Figure 1. Gate families picked out (run 1).
Drawn at 1.5 px/um.
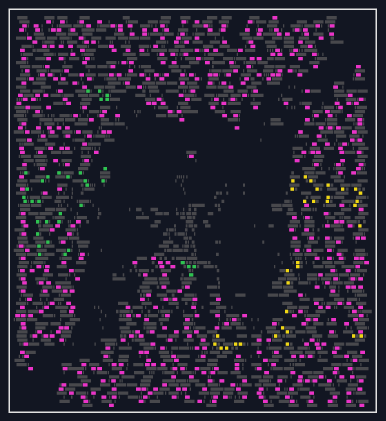
Figure 2. Wires at chosen ports, followed through buffers (run 1).
Drawn at 2 px/um.
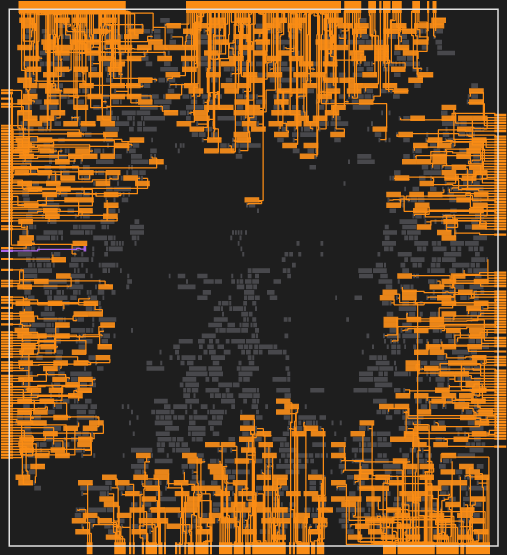
Figure 3. Signal wires by layer (run 1).
Drawn at 1.5 px/um.
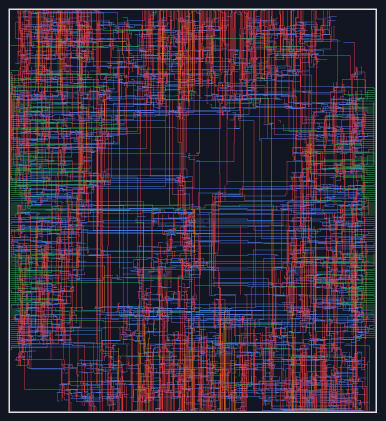
[config.mk]
export PLATFORM = sky130hd
export DESIGN_NAME = demux1to64_pipelined_flat
export DESIGN_NICKNAME = d
export VERILOG_FILES = /design/src/rtl/demux1to64_pipelined_if.sv /design/src/rtl/demux1to64_pipelined.sv /design/src/flat_wrapper.sv
export SDC_FILE = /design/constraint.sdc
export NUM_CORES = 1
export LEC_CHECK = 0
export CAP_MARGIN = 0
export CORE_ASPECT_RATIO = 1.1
export CORE_MARGIN = 2
export CORE_UTILIZATION = 35
export CTS_CLUSTER_SIZE = 28
export DETAILED_ROUTE_END_ITERATION = 10
export DONT_BUFFER_PORTS = 1
export GPL_TIMING_DRIVEN = 0
export MAX_ROUTING_LAYER = met4
export PLACE_DENSITY = 0.53
export SETUP_SLACK_MARGIN = 0.05
export SYNTH_ARGS = -nofsm -noshare
export SYNTH_HDL_FRONTEND = slang
export SYNTH_SLANG_ARGS = --single-unit
export TNS_END_PERCENT = 20
[constraint.sdc]
create_clock -name clk -period 2.5 [get_ports clk]
set_input_delay 0.75 -clock clk [delete_from_list [all_inputs] [get_ports clk]]
set_output_delay 0.75 -clock clk [all_outputs]
set_load 0.005 [all_outputs]
[src/rtl/demux1to64_pipelined_if.sv]
// Handshake and lane bus for the 1-to-64 pipelined demultiplexer.
// The master drives words in; the slave returns per-lane data and strobes.
interface demux1to64_pipelined_if #(
    parameter int DATA_W = 8
);
    logic [DATA_W-1:0]        din;
    logic [5:0]               sel;
    logic                     in_valid;
    logic                     stall;
    logic                     in_ready;
    logic [63:0][DATA_W-1:0]  dout;
    logic [63:0]              out_valid;
    logic                     busy;

    modport master (
        output din, sel, in_valid, stall,
        input  in_ready, dout, out_valid, busy
    );

    modport slave (
        input  din, sel, in_valid, stall,
        output in_ready, dout, out_valid, busy
    );
endinterface

[src/rtl/demux1to64_pipelined.sv]
// Three-stage 1-to-64 demux: capture, group decode, lane decode/write.
// Define DEMUX1TO64_CLEAR_EN to zero every unaddressed lane on each advance.
module demux1to64_pipelined #(
    parameter int DATA_W = 8
) (
    input  logic                  clk,
    input  logic                  rst_n,
    demux1to64_pipelined_if.slave bus
);
    logic                     r_s1_v;
    logic [DATA_W-1:0]        r_s1_d;
    logic [5:0]               r_s1_sel;
    logic                     r_s2_v;
    logic [DATA_W-1:0]        r_s2_d;
    logic [3:0]               r_s2_grp;
    logic [3:0]               r_s2_lo;
    logic                     r_s3_v;
    logic [63:0]              r_ov;
    logic [63:0][DATA_W-1:0]  r_dout;
    logic [63:0]              w_hit;

    // Lane hit = one-hot group from S2 crossed with the low nibble.
    always_comb begin
        w_hit = '0;
        for (int g = 0; g < 4; g++) begin
            for (int l = 0; l < 16; l++) begin
                w_hit[g*16+l] = r_s2_grp[g] && (r_s2_lo == 4'(l));
            end
        end
    end

    always_ff @(posedge clk) begin
        if (!rst_n) begin
            r_s1_v   <= 1'b0;
            r_s1_d   <= '0;
            r_s1_sel <= '0;
            r_s2_v   <= 1'b0;
            r_s2_d   <= '0;
            r_s2_grp <= '0;
            r_s2_lo  <= '0;
            r_s3_v   <= 1'b0;
            r_ov     <= '0;
            r_dout   <= '0;
        end else if (!bus.stall) begin
            r_s1_v   <= bus.in_valid;
            r_s1_d   <= bus.din;
            r_s1_sel <= bus.sel;
            r_s2_v   <= r_s1_v;
            r_s2_d   <= r_s1_d;
            r_s2_grp <= r_s1_v ? (4'b0001 << r_s1_sel[5:4]) : 4'b0000;
            r_s2_lo  <= r_s1_sel[3:0];
            r_s3_v   <= r_s2_v;
            r_ov     <= w_hit;
            for (int i = 0; i < 64; i++) begin
                if (w_hit[i]) begin
                    r_dout[i] <= r_s2_d;
                end else begin
`ifdef DEMUX1TO64_CLEAR_EN
                    r_dout[i] <= '0;
`else
                    r_dout[i] <= r_dout[i];
`endif
                end
            end
        end
    end

    assign bus.in_ready  = ~bus.stall;
    assign bus.dout      = r_dout;
    assign bus.out_valid = r_ov;
    assign bus.busy      = r_s1_v | r_s2_v | r_s3_v;
endmodule

[src/flat_wrapper.sv]
// flat-port wrapper written by rule: the top's interface ports become plain ports
module demux1to64_pipelined_flat 
#(
    parameter int DATA_W = 8
)
  (clk, rst_n, bus_din, bus_sel, bus_in_valid, bus_stall, bus_in_ready, bus_dout, bus_out_valid, bus_busy);
  demux1to64_pipelined_if #(.DATA_W(DATA_W)) bus_i ();
  input  logic clk;
  input  logic rst_n;
  input wire logic [$bits(bus_i.din)-1:0] bus_din;
  input wire logic [$bits(bus_i.sel)-1:0] bus_sel;
  input wire logic [$bits(bus_i.in_valid)-1:0] bus_in_valid;
  input wire logic [$bits(bus_i.stall)-1:0] bus_stall;
  output wire logic [$bits(bus_i.in_ready)-1:0] bus_in_ready;
  output wire logic [$bits(bus_i.dout)-1:0] bus_dout;
  output wire logic [$bits(bus_i.out_valid)-1:0] bus_out_valid;
  output wire logic [$bits(bus_i.busy)-1:0] bus_busy;
  assign bus_i.din = bus_din;
  assign bus_i.sel = bus_sel;
  assign bus_i.in_valid = bus_in_valid;
  assign bus_i.stall = bus_stall;
  assign bus_in_ready = bus_i.in_ready;
  assign bus_dout = bus_i.dout;
  assign bus_out_valid = bus_i.out_valid;
  assign bus_busy = bus_i.busy;
  demux1to64_pipelined #(.DATA_W(DATA_W)) u_core (.clk(clk), .rst_n(rst_n), .bus(bus_i));
endmodule
==> impl_metrics.py, run 1 <==
# Physical implementation metrics
metrics = {
    "cts": {
        "clockBufferDepth": 3,
        "cts_buffers": 66,
    },
    "finish": {
        "sh_seq_area": 0.479,
        "nFillCells": 6061,
        "num-nonclk-buffers": 168,
        "bufAreaShareNonClock": 0.0285,
    },
    "grt": {
        "track_usage": 0.235,
        "grt_max_degree": 20,
    },
    "logic_synthesis": {
        "ys_top_logic_family": "multiplexers",
        "yosys_cells": 2100,
        "numSynthFlops": 609,
        "synth.most_common_cell": "dfxtp_1",
        "synthMuxAreaShare": 0.245,
        "area_leaders": "dfxtp_1 55%, mux2i_1 24%, nand2_1 9.8%",
    },
    "power": {
        "seq_power_uw": 9740,
        "p_comb_uw": 472,
        "pg_clk_uw": 10200,
        "p_per_area_mw_per_mm2": 804,
    },
    "outcome": {
        "status": "finished, final reports clean",
    },
    "critical_path": {
        "crit_arrival_ns": 2.80,
        "path_max_fanout": 10,
    },
    "place": {
        "globalplace.congestion": 0.846,
        "placed_cell_area_mm2": 0.0232,
        "dp_hpwl_mm": 56.2,
    },
    "detailed_routing": {
        "wl_met3_mm": 6.72,
        "post_drt_wl_per_cell_um": 25.2,
    },
    "timing": {
        "rsz0062_at_grt": "false",
    },
}
-- Figure 1 (at the start) --
Magenta stands for mux cells, cells 541, where spread over the die. Yellow stands for non-inverting ao/oa cells, cells 33. Green stands for aoi and oai cells, cells 35, where middle left.
most numerous logic cell after layout: dfxtp_1
Final Non-Filler Cells: 3056
multi-input gate share of total cell area: 0.361

-- Figure 2 (at the start) --
Purple stands for bus_in_ready, direction output, end cells 1, buffers 0, wire 38.8 um. Orange stands for bus_dout, direction output, end cells 512, buffers 0, wire 19600 um.
IO Count: 596
port bufs: 0

-- Figure 3 (at the start) --
Red stands for M2, wire length 37.1 mm. Green stands for M3, wire length 6720 um. Blue stands for M1, wire length 30.5 mm. Orange stands for M4, wire length 2700 um.

[run 1: through the flow]
step                      cells  setup TNS (ns)   util
after detailed placement   2933         -263.93  0.371
after global placement     2933         -247.51  0.371
after CTS                  3051               0  0.407
after global routing       3056               0  0.407
after floorplan            2100               0      -
final                      3056               0  0.407
[run 1: worst paths after layout]
check                               startpoint                                 to  slack (ns)  cells past startpoint
max                                      rst_n  u_core.bus.dout[345]$_SDFFE_PN0P_        0.13                      5
min                                 bus_sel[5]    u_core.r_s1_sel[5]$_SDFFE_PN0N_        0.32                      2
max reg2reg     u_core.r_s2_lo[1]$_SDFFE_PN0N_   u_core.bus.dout[39]$_SDFFE_PN0P_        0.27                      5
min reg2reg  u_core.bus.dout[369]$_SDFFE_PN0P_  u_core.bus.dout[369]$_SDFFE_PN0P_        0.48                      2
--- run 2 (diff from run 1) ---
- SKIP_LAST_GASP: default -> 1
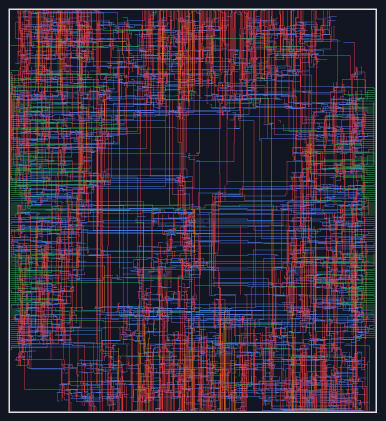
Figure 4: run 2, signal wires by layer.
Drawn at 1.5 px/um.
Green stands for M3, wire length 6720 um. Red stands for M2, wire length 37.1 mm. Orange stands for M4, wire length 2700 um. Blue stands for M1, wire length 30.5 mm.

==> run 2 against run 1 <==
  * Final area did not move
  * Routed wire length did not move
  * Sequential cell count did not move
  * Clock skew did not move
  * Count of clock-buffer cells in the layout did not move
  * Global-route usage did not move
  * Hold slack did not move
  * Largest cell class unchanged
  * Highest routed layer unchanged
==> impl_metrics.py, run 2 <==
# Physical implementation metrics
metrics = {
    "critical_path": {
        "path_max_fanout": 10,
        "rrSetupSlack_ns": 0.27,
        "r2r-end": "u_core.bus.dout[39]$_SDFFE_PN0P_",
        "crit_arrival_ns": 2.80,
        "r2r_cells": 5,
        "cp.depth": 5,
    },
    "place": {
        "dp_hpwl_mm": 56.2,
        "portBuffers": 0,
        "dp.cells": 2933,
    },
    "floorplan": {
        "ios": 596,
    },
    "finish": {
        "num-nonclk-buffers": 168,
        "sh_seq_area": 0.479,
        "instances_no_fill": 3056,
        "comb_area_frac": 0.361,
        "lay_top_count": "dfxtp_1",
    },
    "logic_synthesis": {
        "area_leaders": "dfxtp_1 55%, mux2i_1 24%, nand2_1 9.8%",
        "ys_top_logic_family": "multiplexers",
        "numSynthFlops": 609,
        "synthMuxAreaShare": 0.245,
        "synth.most_common_cell": "dfxtp_1",
    },
    "outcome": {
        "status": "finished, final reports clean",
    },
    "worst_hold_path": {
        "hp-start": "bus_sel[5]",
        "worstHoldPathCells": 2,
        "hold_end": "u_core.r_s1_sel[5]$_SDFFE_PN0N_",
    },
    "power": {
        "seq_power_uw": 9740,
        "p_comb_uw": 472,
    },
    "cts": {
        "cts_buffers": 66,
    },
    "grt": {
        "track_usage": 0.235,
    },
    "timing": {
        "rsz0062_at_grt": "false",
    },
    "detailed_routing": {
        "post_drt_wl_per_cell_um": 25.2,
    },
}
==> run 2: cell counts in the layout (fill, tap and decap cells not counted) <==
Identical to the previous run, type by type.
==> run 2: per-stage QoR <==
step / total power, uW / TNS, ns / setup WS, ns / util / area (um^2)
finish: 20500 / 0 / 0.133 / 0.407 / 25400
global route: 21100 / 0 / 0.0667 / 0.407 / 25400
CTS: 20700 / 0 / 0.0599 / 0.407 / 25400
detailed placement: 10400 / -263.93 / -0.918 / 0.371 / 23200
global placement: 10400 / -247.51 / -0.836 / 0.371 / 23200
floorplan: 10300 / 0 / 0.0857 / - / 22100
==> run 2: per-layer routing <==
layer	part of all wire	track usage	wire length [um]
met5	0	-	0
met4	0.035	0.0939	2700
met3	0.087	0.0832	6720
met2	0.48	0.383	37100
met1	0.40	0.261	30500
Power is estimated from default activity; no workload was simulated.
